File: src/rtl/result_serializer.sv
// -----------------------------------------------------------------------------
// result_serializer
//
// Captures the full result matrix from the multiplier core in a single cycle.
// It then streams the matrix out one byte per accepted transfer and pulses
// `done` once the final byte has been taken.
//
// Ports
//   clk         in   rising-edge clock
//   reset       in   synchronous, active-high reset
//   result_in   in   flat result bus; word i = result_in[i*24 +: 24]
//   load        in   capture result_in and start a transfer (only when ready=1)
//   ready       out  idle, a load will be accepted
//   data_out    out  current output byte (8'h00 whenever data_valid=0)
//   data_valid  out  data_out holds a valid byte
//   data_ready  in   consumer accepts the byte this cycle
//   done        out  one-cycle pulse in the cycle after the last byte transfers
//
// Handshake: a byte moves on every rising edge where data_valid && data_ready
// are both high. The producer holds data_valid high and data_out stable until
// that edge, and it never withdraws data_valid once raised. The consumer may
// drive data_ready freely, and it has no combinational effect on any output.
//
// Stream byte k is result_in[8k +: 8] at capture. This makes word 0 go first,
// and within each word the least-significant byte goes first.
// -----------------------------------------------------------------------------
module result_serializer #(
  parameter int NUM_WORDS      = 9,
  parameter int BYTES_PER_WORD = 3
) (
  input  logic                                     clk,
  input  logic                                     reset,
  input  logic [NUM_WORDS*BYTES_PER_WORD*8-1:0]    result_in,
  input  logic                                     load,
  output logic                                     ready,
  output logic [7:0]                               data_out,
  output logic                                     data_valid,
  input  logic                                     data_ready,
  output logic                                     done
);

  localparam int TOTAL_BYTES = NUM_WORDS * BYTES_PER_WORD;
  localparam int TOTAL_BITS  = TOTAL_BYTES * 8;
  localparam int CNT_W       = $clog2(TOTAL_BYTES);
  localparam logic [CNT_W-1:0] LAST_CNT = CNT_W'(TOTAL_BYTES - 1);

  typedef enum logic {
    IDLE = 1'b0,
    SEND = 1'b1
  } state_t;

  state_t                  state_q, state_d;
  logic [TOTAL_BITS-1:0]   shreg_q, shreg_d;
  logic [CNT_W-1:0]        cnt_q,   cnt_d;
  logic                    done_q,  done_d;

  logic                    xfer;

  // A byte leaves only when both sides agree in SEND.
  assign xfer = (state_q == SEND) && data_ready;

  always_comb begin
    state_d = state_q;
    shreg_d = shreg_q;
    cnt_d   = cnt_q;
    done_d  = 1'b0;

    unique case (state_q)
      IDLE: begin
        // A load in the done cycle is accepted, because the FSM is already back in IDLE.
        if (load) begin
          shreg_d = result_in;
          cnt_d   = '0;
          state_d = SEND;
        end
      end

      SEND: begin
        // load is deliberately not looked at here, so the stream cannot be disturbed.
        if (xfer) begin
          // Zero fill leaves the register all-zero after the last byte.
          // data_out then reads 8'h00 whenever the serializer is idle.
          shreg_d = {8'h00, shreg_q[TOTAL_BITS-1:8]};
          if (cnt_q == LAST_CNT) begin
            // The counter holds at its last value rather than wrapping.
            state_d = IDLE;
            done_d  = 1'b1;
          end else begin
            cnt_d = cnt_q + 1'b1;
          end
        end
      end

      default: state_d = IDLE;
    endcase
  end

  always_ff @(posedge clk) begin
    if (reset) begin
      state_q <= IDLE;
      shreg_q <= '0;
      cnt_q   <= '0;
      done_q  <= 1'b0;
    end else begin
      state_q <= state_d;
      shreg_q <= shreg_d;
      cnt_q   <= cnt_d;
      done_q  <= done_d;
    end
  end

  // All outputs come from flops or from decoding the state register.
  assign ready      = (state_q == IDLE);
  assign data_valid = (state_q == SEND);
  assign data_out   = shreg_q[7:0];
  assign done       = done_q;

endmodule

File: config.mk
export PLATFORM = sky130hd
export DESIGN_NAME = result_serializer
export DESIGN_NICKNAME = d
export VERILOG_FILES = /design/src/rtl/result_serializer.sv
export SDC_FILE = /design/constraint.sdc
export NUM_CORES = 1
export LEC_CHECK = 0
export CAP_MARGIN = 20
export CELL_PAD_IN_SITES_DETAIL_PLACEMENT = 0
export CELL_PAD_IN_SITES_GLOBAL_PLACEMENT = 1
export CORE_UTILIZATION = 43
export DETAILED_ROUTE_END_ITERATION = 8
export GPL_TIMING_DRIVEN = 0
export PLACE_DENSITY_LB_ADDON = 0.1
export SYNTH_ARGS = -nofsm -noshare
export SYNTH_HDL_FRONTEND = slang
export SYNTH_SLANG_ARGS = --single-unit
File: constraint.sdc
create_clock -name clk -period 2.9 [get_ports clk]
set_input_delay 0.29 -clock clk [delete_from_list [all_inputs] [get_ports clk]]
set_output_delay 0.29 -clock clk [all_outputs]
set_load 0.05 [all_outputs]
==> run notes, run 1 <==
run metrics: Synth Area in Simple Gates=8.54%, Worst path top cell family by delay=buffers and inverters, hold depth=3, final net count=1480, CTS resizes=0, part of the power in registers=41.8%, Clock-cell share=5.81%, # IOs=231, max layer used=met4, Hold WC Path Type=input pin to flip-flop, First DRT Iteration DRCs=318, RSZ-0062 raised after global routing=no, data arrival time of the worst path=2.40 ns, asr flop ratio synth=0%, met2 usage=33.9%, adder-cell area share of the yosys netlist=0.231%, WS Path Type=flip-flop to output pin, Die X=161 um, final hold violation count=0, Placement Cell Area=13500 sq um, Clock Tree Root=clkbuf_16, chip area=25800 sq um, clock buf count=38, top comb family, area=AND-OR/OR-AND gates, RR Endpoint=shreg_q[164]$_SDFFE_PP0P_, CTS hold repair buffers=0, Signal buf overhead=20.2%, CP endpoint=ready, Commonest Layout Cell=clkdlybuf4s50_1, max reg flops=216, Critical Path Fanout Max=10, CP bufs+invs=5, Biggest register=shreg_q, Seq/total area=31.1%, internal power=6.13 mW, yosys xor share=0%, EDFF count, synth=0, met3 routed WL=1230 um, Endpoint, Worst Hold=shreg_q[212]$_SDFFE_PP0P_, total wire length=27400 um, CTS tree=built, Top-area cell share=41.3%, first drt pass iteration count=4, Multi-In Gates=673, fp_density=44.2%, Log Warnings=27, Placed Cells=1555, P_leak=5.39 nW, vias per inst=5.12, Reg clk slew, reported paths=0.06 ns, maximum root-to-sink buffer count=3, Post-Synthesis Cells=1002, WP depth=5, final setup margin=0.213 ns, Sw Pwr=2.26 mW, Fillers=2146, sw frac=26.9%, flip-flops=223, Max H-tree Level=1, run status=finished clean, largest net degree at the start of global routing=13, Crit. End Element=output pin, metal2 WL=12400 um, aoi share=24.8%, # diodes=1, FF-to-FF path depth=7, Critical path origin=data_valid$_SDFF_PP0_
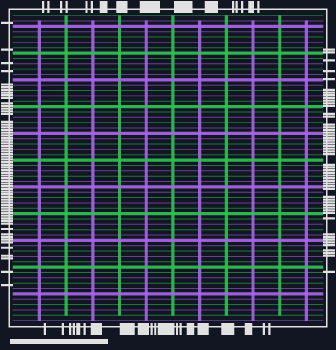
(run_1/floorplan.png)
Bar = 50 um. Pins as bars on the die edge.
green -> VDD
purple -> VSS
met5 straps = 11
rows = 57
met1 rails = 58
met4 straps = 11
signal pins = 231
DIE HEIGHT: 161 um
peak supply drop: 0.370 mV

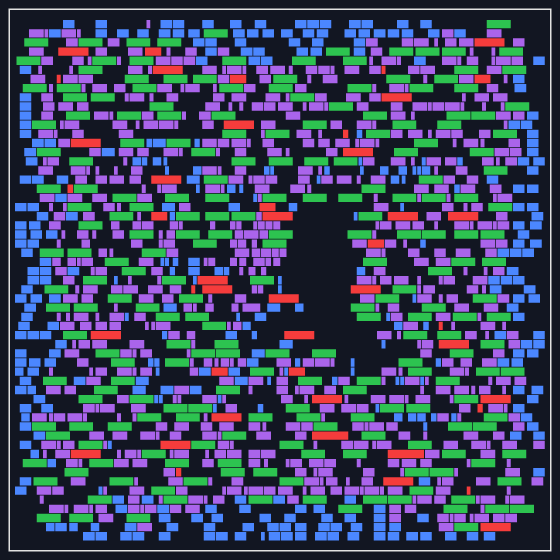
(run_1/class_map.png)
red -> clock drivers and dummy loads  # cells 44
green -> registers  # cells 223
blue -> remaining buffers and delay cells  # cells 333
purple -> remaining logic cells  # cells 675
Placement Rows: 57
Core Util, Final: 58.7%
Core Footprint: 24500 sq um
cell area after layout: 14400 sq um

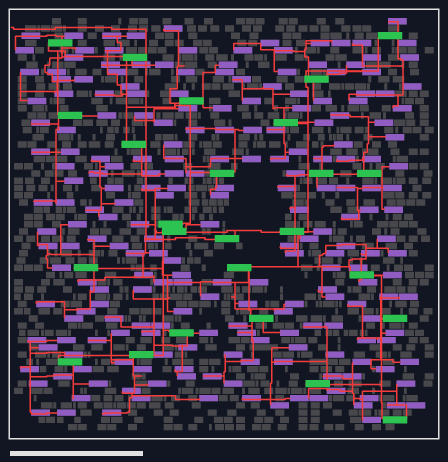
(run_1/clock_wires.png)
Bar = 50 um.
red -> clock wires  # length 2980 um
purple -> flip-flops  # count 223
green -> clock-net drivers  # count 25
flops lie = all over the die
final clock skew: 0.00913 ns
Clock net power: 3.21 mW
Clock power frac: 38.3%
Clk Latency, worst-skew pair: 0.51 ns

--- run 2 (diff from run 1) ---
--- a/config.mk
+++ b/config.mk
@@ -12,6 +12,7 @@
 export DETAILED_ROUTE_END_ITERATION = 8
 export GPL_TIMING_DRIVEN = 0
 export PLACE_DENSITY_LB_ADDON = 0.1
+export SLEW_MARGIN = 40
 export SYNTH_ARGS = -nofsm -noshare
 export SYNTH_HDL_FRONTEND = slang
 export SYNTH_SLANG_ARGS = --single-unit
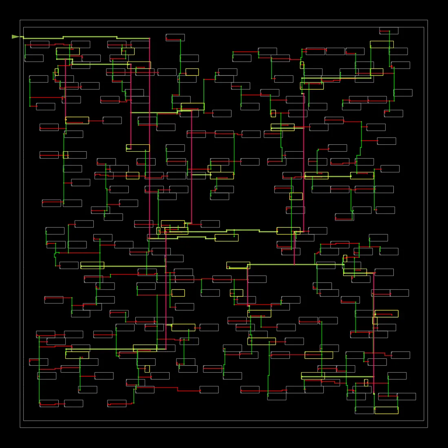
(run_2/clock_nets.png)
total CTS buffers: 25
TritonCTS Sinks: 223

==> run notes, run 2 <==
run metrics: run status=finished clean, final setup margin=0.213 ns (unchanged), top comb family, area=AND-OR/OR-AND gates, Placement Cell Area=13500 sq um (unchanged), Reg clk slew, reported paths=0.06 ns (about the same), Signal buffers=333, Clk Latency, worst-skew pair=0.51 ns (about the same), crit path launch type=flip-flop, DIE HEIGHT=161 um (unchanged), Signal buf overhead=20.2% (unchanged), # diodes=1 (unchanged), drc violations=0, final net count=1480 (unchanged), met3 routed WL=1230 um (unchanged), CTS hold repair buffers=0 (unchanged), Sw Pwr=2.26 mW (unchanged), flip-flops=223 (unchanged), Post-Synthesis Cells=1002 (unchanged), Placement Rows=57 (unchanged), Final Wtd Congestion=0.770, asr flop ratio synth=0% (unchanged), final clock skew=0.00913 ns (unchanged), part of the power in registers=41.8% (about the same), largest net degree at the start of global routing=13 (unchanged), Critical path origin=data_valid$_SDFF_PP0_, nonclk inv count=2, chip area=25800 sq um (unchanged), routed length per instance=17.1 um, Log Warnings=27 (unchanged), P_leak=5.39 nW (unchanged), Multi-In Gates=673 (unchanged), aoi share=24.8% (unchanged), Crit. End Element=output pin, vias in the first global route=8397, GR peak layer=met2, adder-cell area share of the yosys netlist=0.231% (unchanged), Seq/total area=31.1% (unchanged), # IOs=231 (unchanged), met1 usage in global routing=29.5%, Clock power frac=38.3% (about the same), Final HPWL DP=20100 um, peak supply drop=0.370 mV (unchanged), Hold WC Path Type=input pin to flip-flop, yosys xor share=0% (unchanged), Max H-tree Level=1 (unchanged), maximum root-to-sink buffer count=3 (unchanged), met2 usage=33.9% (unchanged), Core Util, Final=58.7% (unchanged), RSZ-0062 raised after global routing=no, Biggest register=shreg_q, WP depth=5 (unchanged), Critical Path Fanout Max=10 (unchanged), Worst path top cell family by delay=buffers and inverters, CTS resizes=0 (unchanged), vias per inst=5.12 (unchanged), post-layout period usage=92.7%, Endpoint, Worst Hold=shreg_q[212]$_SDFFE_PP0P_, most numerous logic cells after layout=229 x clkdlybuf4s50_1, 223 x dfxtp_1, 217 x nor2_1, internal power=6.13 mW (unchanged), Clock-cell share=5.81% (unchanged), data arrival time of the worst path=2.40 ns (about the same), Synth cell types=28, sw frac=26.9% (unchanged), P_seq=3.50 mW, clock buf count=38 (unchanged), EDFF count, synth=0 (unchanged), WS Path Type=flip-flop to output pin, initial antenna violation count=1, cell area after layout=14400 sq um (unchanged), Final Critical Period=2.69 ns, CP bufs+invs=5 (unchanged), PD cells=585 nW/um^2, first drt pass iteration count=4 (unchanged), logic area=5740 sq um, metal2 WL=12400 um (unchanged), Clock net power=3.21 mW (about the same), max layer used=met4, Top-area cell share=41.3% (unchanged), hold depth=3 (unchanged), Synth Area in Simple Gates=8.54% (unchanged), total wire length=27400 um (unchanged), largest stage delay on the critical path=0.71 ns, First DRT Iteration DRCs=318 (unchanged), fp_density=44.2% (unchanged), Core Footprint=24500 sq um (unchanged), FF-to-FF path depth=7 (unchanged), Commonest Layout Cell=clkdlybuf4s50_1, CP endpoint=ready, final std cells w/o fill=1600, Clock Tree Root=clkbuf_16, Fillers=2146 (unchanged), Die X=161 um (unchanged), Placed Cells=1555 (unchanged), max reg flops=216 (unchanged), CTS tree=built, final hold violation count=0 (unchanged), RR Endpoint=shreg_q[164]$_SDFFE_PP0P_
==> run_2/floorplan.png <==
Bar = 50 um. Pins as bars on the die edge.
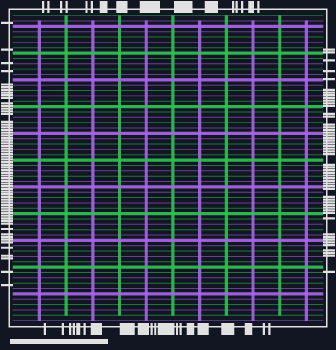

--- run 3 (diff from run 2) ---
--- a/config.mk
+++ b/config.mk
@@ -8,7 +8,9 @@
 export CAP_MARGIN = 20
 export CELL_PAD_IN_SITES_DETAIL_PLACEMENT = 0
 export CELL_PAD_IN_SITES_GLOBAL_PLACEMENT = 1
+export CORE_ASPECT_RATIO = 0.7
 export CORE_UTILIZATION = 43
+export CTS_CLUSTER_DIAMETER = 80
 export DETAILED_ROUTE_END_ITERATION = 8
 export GPL_TIMING_DRIVEN = 0
 export PLACE_DENSITY_LB_ADDON = 0.1
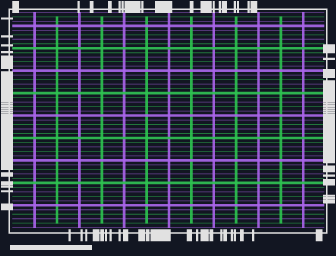
(run_3/floorplan.png)
Bar = 50 um. Pins as bars on the die edge.
green -> VDD
purple -> VSS
met4 straps = 13
signal pins = 231
met5 straps = 9
rows = 48
peak supply drop: 0.391 mV
Core Footprint: 24700 sq um
Die X: 192 um

==> run notes, run 3 <==
run metrics: most numerous logic cells after layout=229 x clkdlybuf4s50_1, 223 x dfxtp_1, 217 x nor2_1, final clock skew=0.00560 ns (-0.00353 ns), P_seq=3.50 mW (about the same), Fillers=2195 (+2.3%), Endpoint, Worst Hold=shreg_q[208]$_SDFFE_PP0P_, asr flop ratio synth=0% (unchanged), Final Critical Period=2.68 ns (-0.0117 ns), EDFF count, synth=0 (unchanged), data arrival time of the worst path=2.39 ns (about the same), flip-flops=223 (unchanged), run status=finished clean, Placement Rows=48 (-16%), P_leak=5.36 nW (-0.51%), Clock power frac=37.1% (-1.2 points), First DRT Iteration DRCs=413 (+30%), Reg clk slew, reported paths=0.06 ns (about the same), final hold violation count=0 (unchanged), first drt pass iteration count=4 (unchanged), Commonest Layout Cell=clkdlybuf4s50_1, Placed Cells=1556 (+0.064%), Clk Latency, worst-skew pair=0.50 ns (about the same), routed length per instance=18.0 um (+5.3%), Biggest register=shreg_q, Clock Tree Root=clkbuf_16, TritonCTS Sinks=223 (unchanged), Signal buf overhead=20.3% (+0.076 points), CP endpoint=ready, initial antenna violation count=1 (unchanged), CP bufs+invs=5 (unchanged), Clock net power=3.07 mW (-4%), WP depth=5 (unchanged), sw frac=27.3% (+0.36 points), vias in the first global route=8096 (-3.6%), yosys xor share=0% (unchanged), max reg flops=216 (unchanged), Sw Pwr=2.26 mW (about the same), FF-to-FF path depth=5 (-2), post-layout period usage=92.2% (-0.40 points), hold depth=3 (unchanged), RSZ-0062 raised after global routing=no, logic area=5740 sq um (unchanged), Critical Path Fanout Max=10 (unchanged), vias per inst=5.26 (+2.8%), cell area after layout=14300 sq um (-0.37%), internal power=6.02 mW (-1.9%), # IOs=231 (unchanged), met2 usage=29.7% (-4.2 points), CTS hold repair buffers=0 (unchanged), Worst path top cell family by delay=buffers and inverters, CTS resizes=0 (unchanged), clock buf count=30 (-21%), CTS tree=built, RR Endpoint=shreg_q[158]$_SDFFE_PP0P_, met1 usage in global routing=35.5% (+6.0 points), total CTS buffers=23 (-8.0%), top comb family, area=AND-OR/OR-AND gates, final net count=1478 (-0.14%), Seq/total area=31.2% (+0.12 points), # diodes=1 (unchanged), Final HPWL DP=21800 um (+8.2%), Signal buffers=333 (unchanged), chip area=25800 sq um (about the same), Crit. End Element=output pin, Final Wtd Congestion=0.843 (+9.6%), Top-area cell share=41.3% (unchanged), part of the power in registers=42.3% (+0.5 points), Placement Cell Area=13500 sq um (about the same), Max H-tree Level=1 (unchanged), largest stage delay on the critical path=0.72 ns (about the same), Log Warnings=27 (unchanged), Core Util, Final=57.9% (-0.74 points), aoi share=24.8% (unchanged), Multi-In Gates=673 (unchanged)

==> notes/layouts.md <==
Pictures saved along the way, in no particular order.

Routed metal, one color a layer.
Bar = 50 um.
picture 1
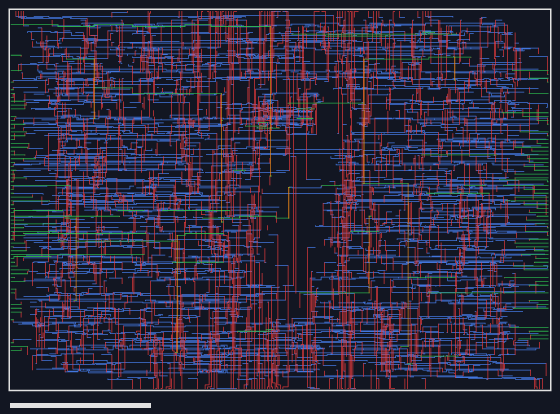
picture 2
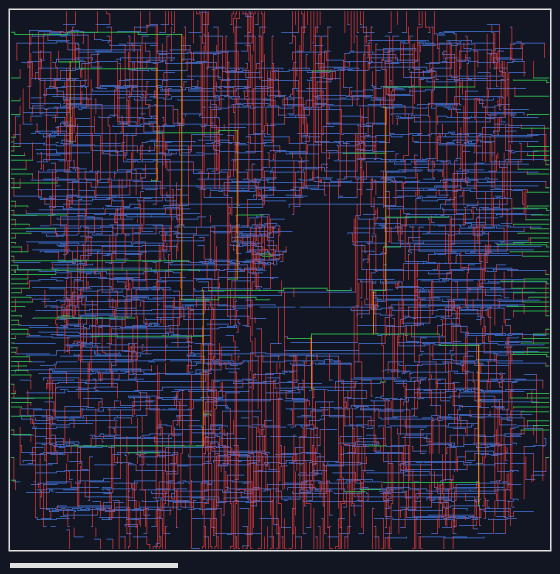
- run 3 = picture 1
- run 2 = picture 2

Key to picture 2:
orange -> M4  # wire length 355 um
blue -> M1  # wire length 13300 um
green -> M3  # wire length 1230 um
red -> M2  # wire length 12400 um

Power and IR drop assume default switching activity.
